`config.mk`:
```
export PLATFORM = sky130hd
export DESIGN_NAME = dmem_write_responder_flat
export DESIGN_NICKNAME = d
export VERILOG_FILES = /design/src/rtl/dmem_write_responder_if.sv /design/src/rtl/dmem_write_responder.sv /design/src/flat_wrapper.sv
export SDC_FILE = /design/constraint.sdc
export NUM_CORES = 1
export LEC_CHECK = 0
export CAP_MARGIN = 25
export CORE_ASPECT_RATIO = 0.9
export CORE_UTILIZATION = 58
export CTS_CLUSTER_DIAMETER = 50
export DETAILED_ROUTE_END_ITERATION = 10
export PLACE_DENSITY = 0.82
export RECOVER_POWER = 50
export SLEW_MARGIN = 20
export SYNTH_ARGS = -nofsm -noshare
export SYNTH_HDL_FRONTEND = slang
export SYNTH_SLANG_ARGS = --single-unit
export TNS_END_PERCENT = 30
```
`constraint.sdc`:
```
create_clock -name clk -period 5.2 [get_ports clk]
set_input_delay 0.78 -clock clk [delete_from_list [all_inputs] [get_ports clk]]
set_output_delay 0.78 -clock clk [all_outputs]
set_load 0.1 [all_outputs]
```
`src/rtl/dmem_write_responder_if.sv`:
```
// ---------------------------------------------------------------------------
// dmem_write_responder_if
//   Bundles every signal between the store buffer / load pipe / backing
//   memory and the write responder.
//
//   Handshake: a head entry transfers to backing memory on any rising clock
//   edge where bus_valid && bus_ready. While bus_valid is high and bus_ready
//   is low, bus_addr/bus_data/bus_be hold their values. Writes use
//   mem_wr_en as a one-cycle strobe; the producer must hold off while
//   wr_stall is high.
//
//   Modports:
//     slave  - the responder (consumes writes/loads/ready, drives status/bus)
//     master - the environment driving writes and loads and acting as memory
// ---------------------------------------------------------------------------
interface dmem_write_responder_if #(
    parameter int CNT_W = 3
);
    logic             mem_wr_en;
    logic [31:0]      mem_wr_addr;
    logic [31:0]      mem_wr_data;
    logic [3:0]       mem_wr_byte_enable;
    logic             wr_stall;
    logic             load_req;
    logic [31:0]      load_addr;
    logic             load_hazard;
    logic             bus_valid;
    logic             bus_ready;
    logic [31:0]      bus_addr;
    logic [31:0]      bus_data;
    logic [3:0]       bus_be;
    logic [CNT_W-1:0] pending;
    logic             overflow_err;

    modport slave (
        input  mem_wr_en, mem_wr_addr, mem_wr_data, mem_wr_byte_enable,
        input  load_req, load_addr, bus_ready,
        output wr_stall, load_hazard, bus_valid, bus_addr, bus_data, bus_be,
        output pending, overflow_err
    );

    modport master (
        output mem_wr_en, mem_wr_addr, mem_wr_data, mem_wr_byte_enable,
        output load_req, load_addr, bus_ready,
        input  wr_stall, load_hazard, bus_valid, bus_addr, bus_data, bus_be,
        input  pending, overflow_err
    );
endinterface

```
`src/rtl/dmem_write_responder.sv`:
```
// ---------------------------------------------------------------------------
// dmem_write_responder
//   Circular write queue between a store buffer and backing memory.
//   Writes to the same word as the newest entry merge into it; otherwise
//   they take a new slot. The oldest entry is presented on the bus and
//   retired on bus_valid && bus_ready. Loads are checked against every
//   queued word address to flag read-after-write hazards.
//
//   Ports:
//     clk    - rising-edge clock
//     rst_n  - asynchronous active-low reset, clears the queue and error flag
//     bus    - dmem_write_responder_if.slave (write, load, memory and status)
// ---------------------------------------------------------------------------
module dmem_write_responder #(
    parameter int DEPTH = 4,
    parameter int CNT_W = 3
) (
    input  logic                   clk,
    input  logic                   rst_n,
    dmem_write_responder_if.slave  bus
);
    localparam int PTR_W = (DEPTH > 1) ? $clog2(DEPTH) : 1;
    localparam logic [PTR_W-1:0] PTR_ONE = PTR_W'(1);
    localparam logic [CNT_W-1:0] CNT_FULL = CNT_W'(DEPTH);

    logic [29:0]      addr_q [DEPTH];
    logic [31:0]      data_q [DEPTH];
    logic [3:0]       be_q   [DEPTH];

    logic [PTR_W-1:0] head_q, head_d;
    logic [PTR_W-1:0] tail_q, tail_d;
    logic [CNT_W-1:0] pending_q, pending_d;
    logic             ovf_q, ovf_d;

    logic             full;
    logic             pop;
    logic             wr_act;
    logic             merge;
    logic             enq;
    logic [PTR_W-1:0] last_idx;
    logic [PTR_W-1:0] offs;
    logic             hazard;
    logic [31:0]      lane_mask;

    // Low address bits carry no meaning for word-granular storage.
    logic unused_addr_bits;
    assign unused_addr_bits = ^{bus.mem_wr_addr[1:0], bus.load_addr[1:0]};

    always_comb begin
        full      = (pending_q == CNT_FULL);
        pop       = (pending_q != '0) && bus.bus_ready;
        wr_act    = bus.mem_wr_en && (bus.mem_wr_byte_enable != 4'b0000);
        last_idx  = tail_q - PTR_ONE;
        // When only one entry is queued the newest entry is also the head;
        // if it leaves this cycle the write must not land in it.
        merge     = wr_act && (pending_q != '0)
                    && (addr_q[last_idx] == bus.mem_wr_addr[31:2])
                    && !(pop && (pending_q == CNT_W'(1)));
        enq       = wr_act && !merge && !full;
        lane_mask = {{8{bus.mem_wr_byte_enable[3]}}, {8{bus.mem_wr_byte_enable[2]}},
                     {8{bus.mem_wr_byte_enable[1]}}, {8{bus.mem_wr_byte_enable[0]}}};

        head_d    = pop ? head_q + PTR_ONE : head_q;
        tail_d    = enq ? tail_q + PTR_ONE : tail_q;
        pending_d = pending_q + CNT_W'(enq) - CNT_W'(pop);
        ovf_d     = ovf_q || (wr_act && !merge && full);
    end

    // Hazard scan: slot i is live when its distance from head is below the
    // occupancy. The write arriving this cycle is not yet in any slot.
    always_comb begin
        hazard = 1'b0;
        offs   = '0;
        for (int i = 0; i < DEPTH; i++) begin
            offs = PTR_W'(i) - head_q;
            if ((CNT_W'(offs) < pending_q) && (addr_q[i] == bus.load_addr[31:2]))
                hazard = 1'b1;
        end
    end

    always_ff @(posedge clk or negedge rst_n) begin
        if (!rst_n) begin
            head_q    <= '0;
            tail_q    <= '0;
            pending_q <= '0;
            ovf_q     <= 1'b0;
            for (int i = 0; i < DEPTH; i++) begin
                addr_q[i] <= '0;
                data_q[i] <= '0;
                be_q[i]   <= '0;
            end
        end else begin
            head_q    <= head_d;
            tail_q    <= tail_d;
            pending_q <= pending_d;
            ovf_q     <= ovf_d;
            if (enq) begin
                addr_q[tail_q] <= bus.mem_wr_addr[31:2];
                data_q[tail_q] <= bus.mem_wr_data;
                be_q[tail_q]   <= bus.mem_wr_byte_enable;
            end
            if (merge) begin
                data_q[last_idx] <= (data_q[last_idx] & ~lane_mask)
                                    | (bus.mem_wr_data & lane_mask);
                be_q[last_idx]   <= be_q[last_idx] | bus.mem_wr_byte_enable;
            end
        end
    end

    assign bus.wr_stall     = full;
    assign bus.bus_valid    = (pending_q != '0);
    assign bus.bus_addr     = {addr_q[head_q], 2'b00};
    assign bus.bus_data     = data_q[head_q];
    assign bus.bus_be       = be_q[head_q];
    assign bus.pending      = pending_q;
    assign bus.overflow_err = ovf_q;
    assign bus.load_hazard  = bus.load_req && hazard;
endmodule

```
`src/flat_wrapper.sv`:
```
// flat-port wrapper written by rule: the top's interface ports become plain ports
module dmem_write_responder_flat 
#(
    parameter int DEPTH = 4,
    parameter int CNT_W = 3
)
  (clk, rst_n, bus_mem_wr_en, bus_mem_wr_addr, bus_mem_wr_data, bus_mem_wr_byte_enable, bus_load_req, bus_load_addr, bus_bus_ready, bus_wr_stall, bus_load_hazard, bus_bus_valid, bus_bus_addr, bus_bus_data, bus_bus_be, bus_pending, bus_overflow_err);
  dmem_write_responder_if #(.CNT_W(CNT_W)) bus_i ();
  input  logic clk;
  input  logic rst_n;
  input wire logic [$bits(bus_i.mem_wr_en)-1:0] bus_mem_wr_en;
  input wire logic [$bits(bus_i.mem_wr_addr)-1:0] bus_mem_wr_addr;
  input wire logic [$bits(bus_i.mem_wr_data)-1:0] bus_mem_wr_data;
  input wire logic [$bits(bus_i.mem_wr_byte_enable)-1:0] bus_mem_wr_byte_enable;
  input wire logic [$bits(bus_i.load_req)-1:0] bus_load_req;
  input wire logic [$bits(bus_i.load_addr)-1:0] bus_load_addr;
  input wire logic [$bits(bus_i.bus_ready)-1:0] bus_bus_ready;
  output wire logic [$bits(bus_i.wr_stall)-1:0] bus_wr_stall;
  output wire logic [$bits(bus_i.load_hazard)-1:0] bus_load_hazard;
  output wire logic [$bits(bus_i.bus_valid)-1:0] bus_bus_valid;
  output wire logic [$bits(bus_i.bus_addr)-1:0] bus_bus_addr;
  output wire logic [$bits(bus_i.bus_data)-1:0] bus_bus_data;
  output wire logic [$bits(bus_i.bus_be)-1:0] bus_bus_be;
  output wire logic [$bits(bus_i.pending)-1:0] bus_pending;
  output wire logic [$bits(bus_i.overflow_err)-1:0] bus_overflow_err;
  assign bus_i.mem_wr_en = bus_mem_wr_en;
  assign bus_i.mem_wr_addr = bus_mem_wr_addr;
  assign bus_i.mem_wr_data = bus_mem_wr_data;
  assign bus_i.mem_wr_byte_enable = bus_mem_wr_byte_enable;
  assign bus_i.load_req = bus_load_req;
  assign bus_i.load_addr = bus_load_addr;
  assign bus_i.bus_ready = bus_bus_ready;
  assign bus_wr_stall = bus_i.wr_stall;
  assign bus_load_hazard = bus_i.load_hazard;
  assign bus_bus_valid = bus_i.bus_valid;
  assign bus_bus_addr = bus_i.bus_addr;
  assign bus_bus_data = bus_i.bus_data;
  assign bus_bus_be = bus_i.bus_be;
  assign bus_pending = bus_i.pending;
  assign bus_overflow_err = bus_i.overflow_err;
  dmem_write_responder #(.DEPTH(DEPTH), .CNT_W(CNT_W)) u_core (.clk(clk), .rst_n(rst_n), .bus(bus_i));
endmodule
```
==> run_results.csv, run 1 <==
group,metric,value,unit
status,status,"finished, violations left",
status,violations,"DRC, capacitance limit, slew limit",
critical_path,slowest_stage,"ha_4",
timing,max_freq,219,MHz
critical_path,timing.rr.start,"u_core.tail_q[1]$_DFFE_PN0N_",
finish,clock_area_share,5.75,%
timing,fin_skew,0.0330,ns
cts,clock-sinks,272,
worst_hold_path,min_path_type,"reg2reg",
placement,place_ws,0.815,ns
critical_path,worstPathCellList,"inv_1 > ha_4 > mux4_2 > xnor2_1 > nand4_1 > nor3_1 > nand4_4 > nand2_2 > buf_4 > mux2_2",
critical_path,reg2reg_depth,10,
finish,mostFrequentLayoutCells,"dfrtp_1, nand2_1, clkdlybuf4s50_1",
synth,synth_seq_share,41.2,%
timing,slew-limit-headroom,-106,%
critical_path,setup.worst_path.end_class,"flop",
critical_path,path_buffers,2,
detailed_routing,detail_route.vias_per_cell,7.14,
global_routing,grt_antenna_before_repair,2,
finish,layout_top_cell,"dfrtp_1",
placement,dp.cells,1776,
synth,yosys.area.top_type,"dfrtp_1",
finish,area_growth,18.3,%
cts,cts_resized,0,
synth,synth.cellmix.compoundShare,10.7,%
cts,post_cts_buffers,0,
finish,seq_cell_count,272,
synth,synth.top_cell.area_share,41.2,%
synth,syn_inst,1325,
timing,slew_violations,121,
critical_path,crit_fanout,37,
synth,ys_sh_simple,7.35,%
finish,dominant_cells,"logic gates",
synth,synth-xor-area-share,8.32,%
floorplanning,fp_util,59.1,%
synth,ys_top_cells_by_count,"dfrtp_1, nand2_1, mux4_2, o221ai_1, mux2_2",
finish,fin_nets,1572,
timing,timing.setup.tns,0,ns
critical_path,cp_num_cells,10,
synth,ff_type,"dfrtp_1",
worst_hold_path,worstHoldEndpoint,"u_core.data_q[86]$_DFF_PN0_",
finish,largest_register_ffs,128,
finish,comb_cells,893,
critical_path,worst_setup_path_start_kind,"flop",
synth,synth.distinct_cells,48,
finish,inv_count,53,
detailed_routing,drc,8,
synth,area_leaders,"dfrtp_1, mux4_2, mux2_2, o221ai_1, xnor2_1",
finish,area_share_nonclk_buffers,10.2,%
global_routing,overflow,0,
timing,period_used_share,87.7,%
finish,reg_top3,"u_core.data_q (128), u_core.addr_q (120), u_core.be_q (16)",
detailed_routing,dr.pass1.iters,10,
synth,ys_cells,1325,
finish,seqCellArea,0.00682,mm^2
global_routing,grt_pass1_vias,12955,
run,maxCapViolCount,1,
run,warnings,40,
critical_path,r2r_slack,0.64,ns
global_routing,grt_max_degree,121,
timing,rsz0062_at_grt,"no",
cts,clk_pin_slew,0.06,ns
critical_path,cp_top_family,"simple AND/OR/NAND/NOR gates",
finish,final-comb-area,0.00896,mm^2
cts,htreeDepth,2,
floorplanning,ios,180,
finish,nFillCells,1837,
detailed_routing,met2_length,22900,um
Fig. 1: run 1, I/O pins on the die edge
Pins as bars across the die edge, other pins in gray.
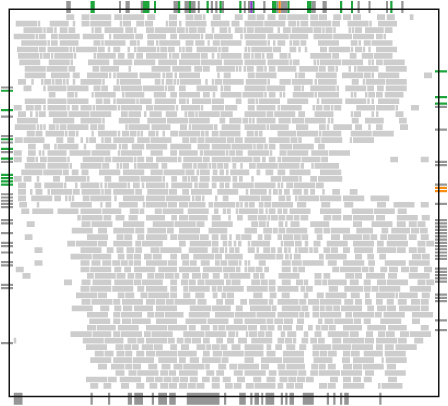
color	port	pins	direction	edge
purple	`bus_bus_ready`	1	input	north
green	`bus_bus_data`	32	output	20 north, 9 west, 3 east
orange	`bus_pending`	3	output	2 east, 1 north
all pins by edge	62 south, 53 north, 34 east, 31 west
die width: 180 um
Die Span Y: 162 um
port bufs: 173

Fig. 2: run 1, wiring by layer
Only two layers are drawn.
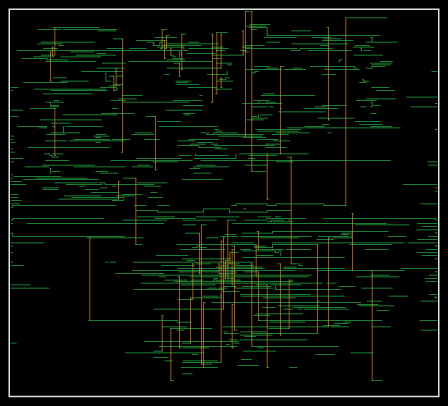
color	layer	wire length
green	met3	5980 um
orange	met4	1370 um
Total GRT Usage: 34.6%
vias: 13.1k
WL/cell: 27.1 um
drt total wl: 49800 um

Fig. 3: run 1, cell classes on the final placement
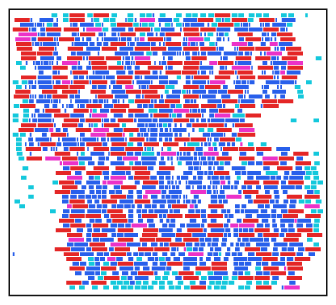
color	class	cells	share of their area
blue	all other logic	946	48%
red	flip-flops	272	36%
magenta	clock drivers and dummy loads	60	5.9%
cyan	other buffers and delay cells	200	10%
Seq area share: 34.9%
design area: 0.0195 mm^2
row count: 58
Final Core Density: 70.0%
Placeable Area: 0.0279 mm^2

Fig. 4: run 1, routing congestion map
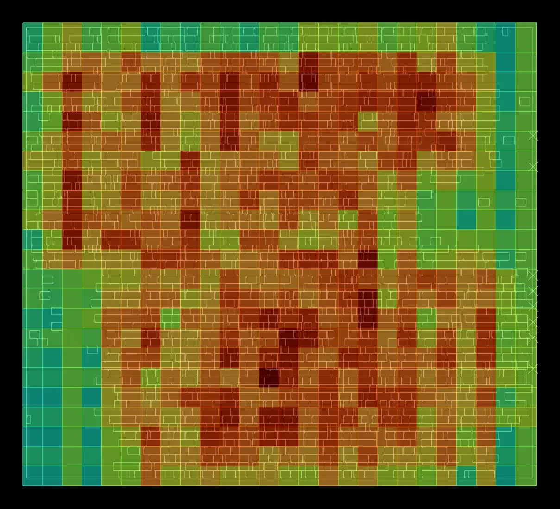
met1 Usage GRT: 49.8%
most crowded layer after global routing: met2
met3 Resource Use GR: 8.25%
met2 Usage GRT: 52.7%

Fig. 5: run 1, clock distribution
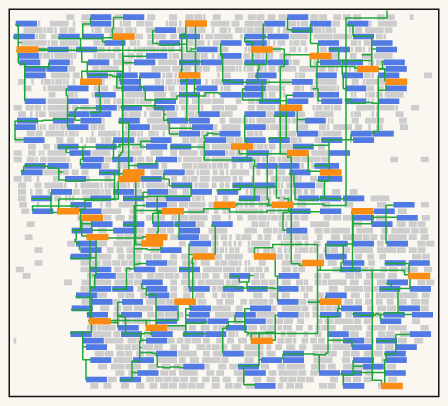

==> run 1 -> run 2 <==
--- a/config.mk
+++ b/config.mk
@@ -5,7 +5,7 @@
 export SDC_FILE = /design/constraint.sdc
 export NUM_CORES = 1
 export LEC_CHECK = 0
-export CAP_MARGIN = 25
+export CAP_MARGIN = 20
 export CORE_ASPECT_RATIO = 0.9
 export CORE_UTILIZATION = 58
 export CTS_CLUSTER_DIAMETER = 50
Fig. 6: run 2, clock distribution
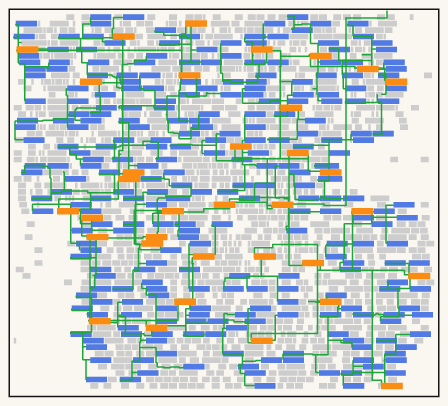
[green] clock wires | length: 3610 um
[orange] cells driving clock nets | count: 34
[blue] flip-flops | count: 272
flops lie	widely spread
routed clock nets	35
Clk Latency, worst-skew pair: 0.53 ns
Setup Skew: 0.0320 ns

Fig. 7: run 2, cell classes on the final placement
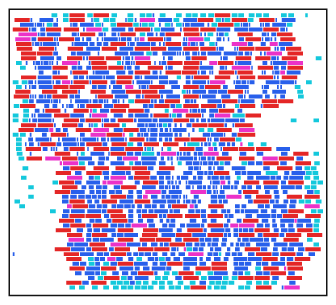
color	class	cells	share of their area
blue	all other logic	946	48%
red	flip-flops	272	36%
magenta	clock drivers and dummy loads	60	5.9%
cyan	other buffers and delay cells	198	10%
Final Core Density: 69.9%
design area: 0.0195 mm^2
Seq area share: 34.9%

Fig. 8: run 2, routing congestion map
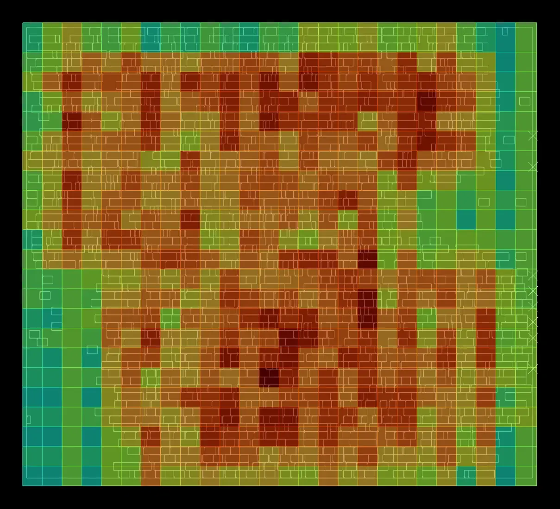
WL/cell: 27.1 um

==> run_results.csv, run 2 <==
group,metric,value,unit
detailed_routing,wl_met3,5640,um
placement,post_dp_cell_area,0.0184,mm^2
global_routing,grt_pass1_vias,12955,
status,status,"finished, violations left",
cts,cts_resized,0,
finish,fin_nets,1570,
synth,area_leaders,"dfrtp_1, mux4_2, mux2_2, o221ai_1, xnor2_1",
floorplanning,num_tap_cells,360,
global_routing,grt_max_degree,121,
global_routing,grt_util_met3,8.25,%
synth,ys_ff,272,
finish,n_all_buffers,198,
synth,synth.cellmix.compoundShare,10.7,%
finish,largest-register,"u_core.data_q",
synth,syn_area_per_cell,12.5,um^2
critical_path,reg2reg_depth,10,
cts,cts_tree,"yes",
synth,async_reset_ff_share,100,%
detailed_routing,met2_length,22800,um
floorplanning,core,0.0279,mm^2
finish,nClkBuffers,48,
cts,clock-sinks,272,
detailed_routing,via_count,13086,
floorplanning,fp_util,59.1,%
cts,clk_pin_slew,0.07,ns
placement,io_buffers,173,
synth,ff_type,"dfrtp_1",
critical_path,setup.worst_path.end_class,"flop",
cts,cts_inserted_buffers,34,
floorplanning,placementRows,58,
global_routing,use_met1,49.8,%
finish,nFillCells,1841,
critical_path,worst_setup_path_start_kind,"flop",
critical_path,slowest_stage,"ha_4",
synth,top_logic_kind,"multiplexers",
critical_path,worstPathCellList,"inv_1 > ha_4 > mux4_2 > xnor2_1 > nand2_1 > nor4b_2 > nand4_4 > nand2_2 > buf_4 > mux2_2",
synth,synth.top_cell.area_share,41.2,%
synth,netlist_area,0.0165,mm^2
detailed_routing,topRoutingLayerUsed,"met5",
global_routing,overflow,0,
finish,finalNonFillerCells,1837,
finish,reg_top3,"u_core.data_q (128), u_core.addr_q (120), u_core.be_q (16)",
finish,drive_above_1_share,24.8,%
critical_path,timing.rr.start,"u_core.tail_q[1]$_DFFE_PN0N_",
cts,htreeDepth,2,
timing,whs,0.512,ns
floorplanning,die_y,162,um
finish,clock_area_share,5.76,%
cts,cts_hold_buf,0,
finish,largest_register_ffs,128,
floorplanning,dieArea,0.0292,mm^2
synth,syn_inst,1325,
global_routing,met2_usage,52.7,%
critical_path,arrival,4.95,ns
synth,synth-xor-area-share,8.32,%
finish,layout_top_cell,"dfrtp_1",
synth,synth_seq_share,41.2,%
detailed_routing,ant_nets,0,
critical_path,critical_path_required,5.58,ns
timing,timing.setup.tns,0,ns
timing,period_used_share,87.9,%
finish,inv_count,53,
critical_path,crit_path_start,"u_core.tail_q[1]$_DFFE_PN0N_",
critical_path,cp_slowest_stage_delay,0.71,ns
placement,dp.cells,1776,
status,violations,"DRC, capacitance limit, slew limit",
synth,ys.warnings.count,0,
synth,synth.distinct_cells,48,
detailed_routing,routed_wl,49800,um
run,warnings,40,
cts,post_cts_buffers,0,
run,maxCapViolCount,1,
critical_path,path_buffers,2,
worst_hold_path,worstHoldPathCells,2,
global_routing,grt_pass1_wl,77500,um
timing,rsz0062_at_grt,"no",
synth,ys_cells,1325,
finish,area_growth,18.1,%
finish,seqCellArea,0.00682,mm^2
detailed_routing,dr.pass1.iters,9,
timing,max_freq,219,MHz
timing,slew-limit-headroom,-106,%
critical_path,cp_top_family,"simple AND/OR/NAND/NOR gates",
finish,sh_comb_area,45.9,%
detailed_routing,detail_route.vias_per_cell,7.12,
finish,comb_cells,893,
finish,final-comb-area,0.00896,mm^2
critical_path,crit_fanout,37,
critical_path,crit_type,"reg2reg",
placement,place_ws,0.815,ns
floorplanning,dieWidth,180,um
global_routing,grt_usage,34.6,%
critical_path,r2r_slack,0.63,ns
global_routing,gr-max-usage-layer,"met2",
detailed_routing,drc,8,
cts,cts-root-buf,"clkbuf_16",
timing,slew_violations,121,
detailed_routing,wl_met1,19900,um
finish,seq_cell_count,272,
finish,antenna_cells,1,
worst_hold_path,min_from,"u_core.data_q[14]$_DFF_PN0_",
cts,cts_max_path_buffers,3,
placement,dp_hpwl,32000,um
synth,yosys.area.top_type,"dfrtp_1",
finish,area_share_nonclk_buffers,10.0,%
global_routing,grt_antenna_before_repair,2,
worst_hold_path,worstHoldEndpoint,"u_core.data_q[14]$_DFF_PN0_",
critical_path,cp_num_cells,10,
synth,ys_top_cells_by_count,"dfrtp_1, nand2_1, mux4_2, o221ai_1, mux2_2",
finish,dominant_cells,"logic gates",
finish,mostFrequentLayoutCells,"dfrtp_1, nand2_1, clkdlybuf4s50_1",
worst_hold_path,min_path_type,"reg2reg",
critical_path,r2r-end,"u_core.addr_q[5]$_DFFE_PN0P_",
placement,globalplace.congestion,1.00,
floorplanning,ios,180,
synth,ys_sh_simple,7.35,%
